`src/rtl/instr_fetch_if.sv`:
```
// Fetch-side bus bundle: instruction-memory read port, redirect request and
// the decode-facing valid/ready handshake.
//   master : the fetch stage (drives imem_addr/imem_read_not_write and the
//            instr_* outputs; samples imem_data, redirect_*, instr_ready)
//   slave  : the environment (memory + decode + branch unit)
interface instr_fetch_if #(
  parameter int ADDR_WIDTH  = 24,
  parameter int INSTR_WIDTH = 36
);
  logic [ADDR_WIDTH-1:0]  imem_addr;
  logic                   imem_read_not_write;
  logic [INSTR_WIDTH-1:0] imem_data;
  logic                   redirect_valid;
  logic [ADDR_WIDTH-1:0]  redirect_target;
  logic                   instr_valid;
  logic                   instr_ready;
  logic [INSTR_WIDTH-1:0] instr_word;
  logic [ADDR_WIDTH-1:0]  instr_pc;

  modport master (
    output imem_addr, imem_read_not_write, instr_valid, instr_word, instr_pc,
    input  imem_data, redirect_valid, redirect_target, instr_ready
  );
  modport slave (
    input  imem_addr, imem_read_not_write, instr_valid, instr_word, instr_pc,
    output imem_data, redirect_valid, redirect_target, instr_ready
  );
endinterface

```
`src/rtl/instr_fetch.sv`:
```
// instr_fetch: program counter owner in front of a synchronous instruction
// RAM. Issues at most one read per cycle, buffers returned words with their PC
// in a 2-entry queue and hands them to decode over valid/ready. A redirect
// flushes everything fetched but not yet consumed.
// Ports:
//   clk, reset : clock (rising edge), asynchronous active-high reset
//   bus        : instr_fetch_if.master (imem read port, redirect, decode handshake)
//   fetch_count, stall_count : 32-bit statistics, only with IFETCH_STATS_EN
// Optional feature macro: IFETCH_STATS_EN
module instr_fetch #(
  parameter int                    ADDR_WIDTH  = 24,
  parameter int                    INSTR_WIDTH = 36,
  parameter logic [ADDR_WIDTH-1:0] RESET_PC    = '0
) (
  input  logic               clk,
  input  logic               reset,
  instr_fetch_if.master      bus
`ifdef IFETCH_STATS_EN
  ,
  output logic [31:0]        fetch_count,
  output logic [31:0]        stall_count
`endif
);
  typedef enum logic [1:0] {IDLE, RUN, REDIR} state_t;

  typedef struct packed {
    logic [ADDR_WIDTH-1:0]  pc;
    logic [INSTR_WIDTH-1:0] word;
  } entry_t;

  state_t                state, state_nxt;
  entry_t [1:0]          q;          // q[0] is the head
  logic   [1:0]          occ, occ_after;
  logic                  inflight;
  logic [ADDR_WIDTH-1:0] fetch_pc;
  logic [ADDR_WIDTH-1:0] addr_q;     // last issued address == PC of the in-flight read
  logic                  pop, push, issue, redir, vld;

  assign vld       = (occ != 2'd0);
  assign pop       = vld & bus.instr_ready;
  // A redirect throws away any response landing this cycle.
  assign push      = inflight & ~redir;
  assign occ_after = occ - {1'b0, pop};

  // The registered state trails the redirect by one cycle; the redirect cycle
  // itself is recognised from redirect_valid so the target can issue the very
  // next cycle.
  always_comb begin
    state_nxt = state;
    redir     = 1'b0;
    issue     = 1'b0;
    case (state)
      IDLE: state_nxt = RUN;
      RUN, REDIR: begin
        if (bus.redirect_valid) begin
          redir     = 1'b1;
          state_nxt = REDIR;
        end else begin
          state_nxt = RUN;
          // Never let queued + outstanding exceed the 2 queue slots.
          issue = ({1'b0, occ} + {2'b0, inflight} - {2'b0, pop}) < 3'd2;
        end
      end
      default: state_nxt = IDLE;
    endcase
  end

  always_ff @(posedge clk or posedge reset) begin
    if (reset) state <= IDLE;
    else       state <= state_nxt;
  end

  always_ff @(posedge clk or posedge reset) begin
    if (reset) begin
      occ      <= 2'd0;
      inflight <= 1'b0;
      fetch_pc <= RESET_PC;
      addr_q   <= RESET_PC;
      q        <= '0;
    end else begin
      inflight <= issue;
      if (redir)      fetch_pc <= bus.redirect_target;
      else if (issue) fetch_pc <= fetch_pc + 1'b1;
      if (issue)      addr_q   <= fetch_pc;

      // Shift on pop, then write the new entry into the first free slot; when
      // the queue drains to empty the push lands in the head slot.
      if (pop)  q[0] <= q[1];
      if (push) q[occ_after[0]] <= '{pc: addr_q, word: bus.imem_data};

      if (redir) occ <= 2'd0;
      else       occ <= occ_after + {1'b0, push};
    end
  end

  assign bus.imem_addr           = issue ? fetch_pc : addr_q;
  assign bus.imem_read_not_write = 1'b1;
  assign bus.instr_valid         = vld;
  assign bus.instr_word          = q[0].word;
  assign bus.instr_pc            = q[0].pc;

`ifdef IFETCH_STATS_EN
  always_ff @(posedge clk or posedge reset) begin
    if (reset) begin
      fetch_count <= '0;
      stall_count <= '0;
    end else begin
      if (pop) fetch_count <= fetch_count + 32'd1;
      if (state != IDLE && !redir && !issue) stall_count <= stall_count + 32'd1;
    end
  end
`endif
endmodule

```
`src/flat_wrapper.sv`:
```
// flat-port wrapper written by rule: the top's interface ports become plain ports
module instr_fetch_flat 
#(
  parameter int                    ADDR_WIDTH  = 24,
  parameter int                    INSTR_WIDTH = 36,
  parameter logic [ADDR_WIDTH-1:0] RESET_PC    = '0
)
  (clk, reset, bus_imem_addr, bus_imem_read_not_write, bus_instr_valid, bus_instr_word, bus_instr_pc, bus_imem_data, bus_redirect_valid, bus_redirect_target, bus_instr_ready);
  instr_fetch_if #(.ADDR_WIDTH(ADDR_WIDTH), .INSTR_WIDTH(INSTR_WIDTH)) bus_i ();
  input  logic clk;
  input  logic reset;
  output wire logic [$bits(bus_i.imem_addr)-1:0] bus_imem_addr;
  output wire logic [$bits(bus_i.imem_read_not_write)-1:0] bus_imem_read_not_write;
  output wire logic [$bits(bus_i.instr_valid)-1:0] bus_instr_valid;
  output wire logic [$bits(bus_i.instr_word)-1:0] bus_instr_word;
  output wire logic [$bits(bus_i.instr_pc)-1:0] bus_instr_pc;
  input wire logic [$bits(bus_i.imem_data)-1:0] bus_imem_data;
  input wire logic [$bits(bus_i.redirect_valid)-1:0] bus_redirect_valid;
  input wire logic [$bits(bus_i.redirect_target)-1:0] bus_redirect_target;
  input wire logic [$bits(bus_i.instr_ready)-1:0] bus_instr_ready;
  assign bus_imem_addr = bus_i.imem_addr;
  assign bus_imem_read_not_write = bus_i.imem_read_not_write;
  assign bus_instr_valid = bus_i.instr_valid;
  assign bus_instr_word = bus_i.instr_word;
  assign bus_instr_pc = bus_i.instr_pc;
  assign bus_i.imem_data = bus_imem_data;
  assign bus_i.redirect_valid = bus_redirect_valid;
  assign bus_i.redirect_target = bus_redirect_target;
  assign bus_i.instr_ready = bus_instr_ready;
  instr_fetch #(.ADDR_WIDTH(ADDR_WIDTH), .INSTR_WIDTH(INSTR_WIDTH), .RESET_PC(RESET_PC)) u_core (.clk(clk), .reset(reset), .bus(bus_i));
endmodule
```
`config.mk`:
```
export PLATFORM = sky130hd
export DESIGN_NAME = instr_fetch_flat
export DESIGN_NICKNAME = d
export VERILOG_FILES = /design/src/rtl/instr_fetch_if.sv /design/src/rtl/instr_fetch.sv /design/src/flat_wrapper.sv
export SDC_FILE = /design/constraint.sdc
export NUM_CORES = 1
export LEC_CHECK = 0
export ABC_AREA = 1
export CAP_MARGIN = 20
export CORE_MARGIN = 2
export CORE_UTILIZATION = 40
export CTS_CLUSTER_DIAMETER = 200
export DETAILED_ROUTE_END_ITERATION = 10
export GPL_ROUTABILITY_DRIVEN = 0
export PLACE_DENSITY = 0.64
export SYNTH_ARGS = -nofsm -noshare
export SYNTH_HDL_FRONTEND = slang
export SYNTH_SLANG_ARGS = --single-unit
```
`constraint.sdc`:
```
create_clock -name clk -period 13.37 [get_ports clk]
set_input_delay 2.674 -clock clk [delete_from_list [all_inputs] [get_ports clk]]
set_output_delay 2.674 -clock clk [all_outputs]
set_load 0.05 [all_outputs]
```
Fig. 1: placed standard cells
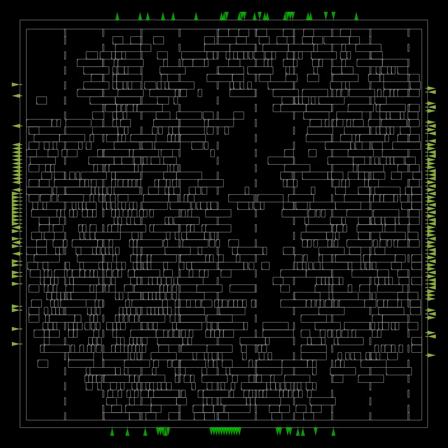
n_taps: 270
fill count: 1921

Fig. 2: wire density map
Scale bar: 50 um. The die is cut into 29 by 29 equal tiles; black is low, pale yellow is high, scaled to the fullest tile. Values are wire area over tile area, all layers added.
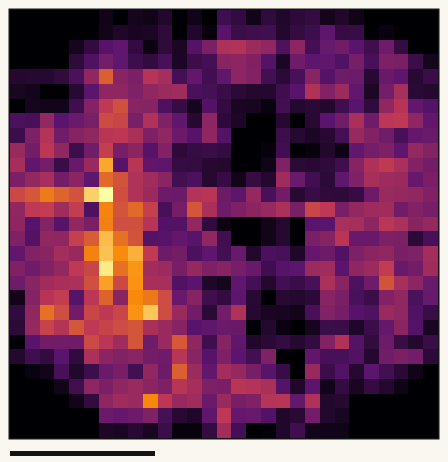
nearly empty tiles: 13%
mean over tiles: 0.14
emptiest ninth of the die: lower right
densest ninth of the die: middle left

Fig. 3: sequential cells colored by netlist name
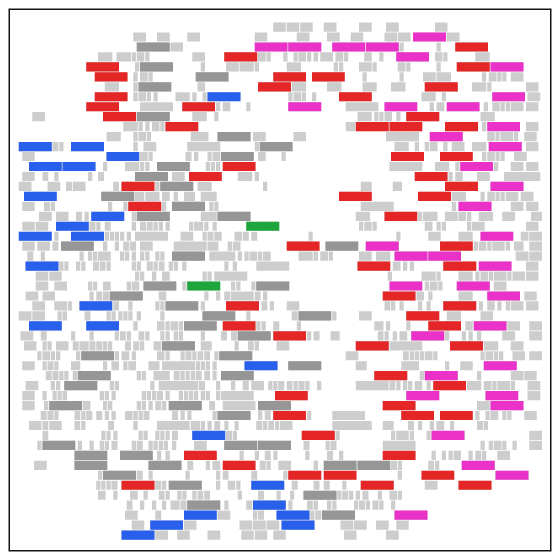
[`u_core.q`] red | placed flops: 60
[`u_core.occ`] green | placed flops: 2
[`u_core.addr_q`] blue | placed flops: 24
[`u_core.bus.instr_word`] magenta | placed flops: 36
fin util: 0.496
flop share of the area: 0.431
register area: 4330 um2

Fig. 4: a small window of the routed layout
Scale bar: 20 um. Window x 12 to 62, y 12 to 62 um. Cells in gray, sequential cells in the stronger gray; small squares are vias.
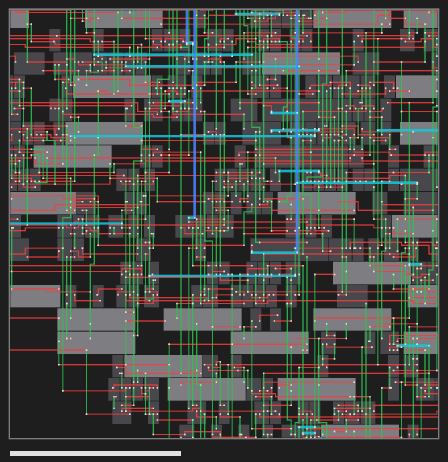
[metal 2] green
[metal 3] cyan
[metal 1] red
[metal 4] blue
sequential cells in the window: 21
netlist names of flops here include: `u_core.fetch_pc` (15), `u_core.addr_q` (2), `u_core.bus.instr_pc` (2)
cells with their middle in the window: 215
most frequent: nand2_1 (54), inv_1 (37), nor2_1 (34)

==> impl_metrics.env <==
# implementation run metrics
export IMPL_outcome="completed"
export IMPL_die_size_y_um=147
export IMPL_critPathMaxStageDelay_ns=0.85
export IMPL_rsz0062_at_grt="false"
export IMPL_grtUsageMet2=0.281
export IMPL_worst_slack_ns=2.85
export IMPL_ys_flops=173
export IMPL_slew_viol_final=0
export IMPL_boundaryPins=150
export IMPL_synthCells=953
export IMPL_nClkBuffers=19
export IMPL_placed_cell_area_um2=9420
export IMPL_critPathMaxFanout=74
export IMPL_hold_worst_slack_ns=0.479
export IMPL_cts_root_buf="clkbuf_16"
export IMPL_yosysWarnings=0
export IMPL_ys_cells=953
export IMPL_synth_cell_type_count=30
export IMPL_min_period_ns=10.52
export IMPL_track_usage=0.186
export IMPL_r2r_start="u_core.occ[1]"
export IMPL_synthTopCellsByArea="dfrtp_1 53%, nand2_1 11%, buf_4 5.6%"
export IMPL_syn2layout_area_growth_pct=22.0
export IMPL_dr_max_layer_used="met4"
export IMPL_flops=173
export IMPL_lay_top_count="nand2_1"
export IMPL_firstDrtPassIters=5
export IMPL_yosys_area_um2=8230
export IMPL_dr_first_iter_drc_count=387
export IMPL_comb_area_frac=0.291
export IMPL_h_tree_depth=4
export IMPL_vias=6323
export IMPL_detail_route_antenna_nets=0
export IMPL_core_um2=20200
export IMPL_min_to="u_core.q[96]"
export IMPL_fa_ha_area_frac=0.00851
export IMPL_gr_max_usage_layer="met2"
export IMPL_cts_buffers=17
export IMPL_grt_util_met1=0.270
export IMPL_final_cells=1298
export IMPL_fp_util=0.407
export IMPL_antenna_cells=0
export IMPL_dp_cells=1266
export IMPL_grt_pass1_vias=6041
export IMPL_cp_cell_sequence="clkdlybuf4s50_1, nand2_2, buf_4, inv_2, nand2_2, nand2_1, nand2_1, fa_1, inv_1, nor3_1, nand2_2, inv_2, nand2_1, o21ai_0, clkdlybuf4s50_1"
export IMPL_worst_path_stages=15
export IMPL_dp_hpwl_um=12900
export IMPL_worstHoldStart="u_core.addr_q[0]"
export IMPL_path_buffers=6
export IMPL_chipWidth_um=147
export IMPL_wl_met3_um=1160
export IMPL_edf_count=0
export IMPL_ys_seq_frac=0.526
export IMPL_drive_above_1_share=0.0866
export IMPL_biggestCellCategory="sequential cells"
export IMPL_final_cell_mix="242 x nand2_1, 173 x dfrtp_1, 148 x clkdlybuf4s50_1, 105 x nor2_1, 79 x inv_1"
export IMPL_drc=0
export IMPL_startpoint="bus_instr_ready"
export IMPL_cp_start_kind="primary input"
export IMPL_portBuffers=148
export IMPL_ctsHoldBuffers=0
export IMPL_crit_end="bus_imem_addr[5]"
export IMPL_ys_async_sr_fraction=1.00
export IMPL_comb_area_um2=2920
export IMPL_ff2ff_setup_slack_ns=8.69
export IMPL_common_cells="242 x nand2_1, 173 x dfrtp_1, 105 x nor2_1"
export IMPL_relSlewSlack=0.338
export IMPL_grt_remaining_overflow=0
export IMPL_grt_use_met3=0.0414
export IMPL_path_clk_slew_ns=0.06
export IMPL_synth_nets=1022
export IMPL_antenna_found_initial=0
export IMPL_yosys_area_top_type_share=0.526
export IMPL_die_area_um2=21700
export IMPL_path_delay_family="buffers and inverters"
export IMPL_clock_sinks=173
export IMPL_comb_cells=587
export IMPL_r2r_end="u_core.fetch_pc[5]"
export IMPL_max_freq_mhz=95.0
export IMPL_top_area_cell="dfrtp_1"
export IMPL_buffer_area_frac=0.153
export IMPL_xor_share=0.00106
export IMPL_via_per_inst=4.87
export IMPL_clk_latency_ns=0.43
export IMPL_critPathArrivalTime_ns=7.85
export IMPL_met2WireLength_um=8730
export IMPL_min_path_type="reg2reg"
export IMPL_slowest_stage="clkdlybuf4s50_1"
export IMPL_period_used=0.787
export IMPL_final_clk_cell_share=0.0591
export IMPL_hold_depth=2
export IMPL_final_nets=1085
export IMPL_syn_avg_cell_area_um2=8.64
export IMPL_tightest_slew_ns=0.992
export IMPL_final_hold_viol_count=0
export IMPL_synth_area_um2=8230
export IMPL_drt_wl_total_um=19700
export IMPL_fin_skew_ns=0.00798
export IMPL_setup_viol=0
export IMPL_warnings=28
export IMPL_place_ws_ns=2.83
export IMPL_cts_tree="done"
export IMPL_post_cts_setup_buffers=0
export IMPL_cap_violations=0
export IMPL_simple_gate_area_frac=0.190
export IMPL_route_detailed_wl_per_inst_um=15.2
export IMPL_grt_pass1_wl_um=32100
export IMPL_ys_sh_aoi=0.0985
export IMPL_endpoint_kind="primary output"
export IMPL_postCtsResizedCells=0
export IMPL_fin_area_um2=10000
export IMPL_critical_path_class="in2out"
export IMPL_muxShareOfSynthArea=0.0534
export IMPL_finalSetupTns_ns=0
export IMPL_synth_main_ff_cell="dfrtp_1"
export IMPL_grt_start_max_net_pins=114
export IMPL_yosysMostFrequentCell="nand2_1"
export IMPL_fp_row_count=52
export IMPL_buffers_excl_clock=153
export IMPL_crit_required_ns=10.70
export IMPL_clock_path_buffers=2
export IMPL_rr_worst_depth=15
export IMPL_top_logic_kind="simple AND/OR/NAND/NOR gates"
export IMPL_met1_length_um=9570
export IMPL_inverters_excl_clock=84
[per-stage QoR]
step,utilization
6_report,0.496
5_1_grt,0.496
4_1_cts,0.495
3_5_place_dp,0.465
3_3_place_gp,0.465
2_1_floorplan,-
[flip-flops by register name, summed over array words and instances (netlist names)]
register / flops
u_core.bus.instr_word: 36
u_core.inflight: 1
u_core.fetch_pc: 24
u_core.bus.instr_pc: 24
u_core.state: 2
u_core.occ: 2
u_core.addr_q: 24
u_core.q: 60
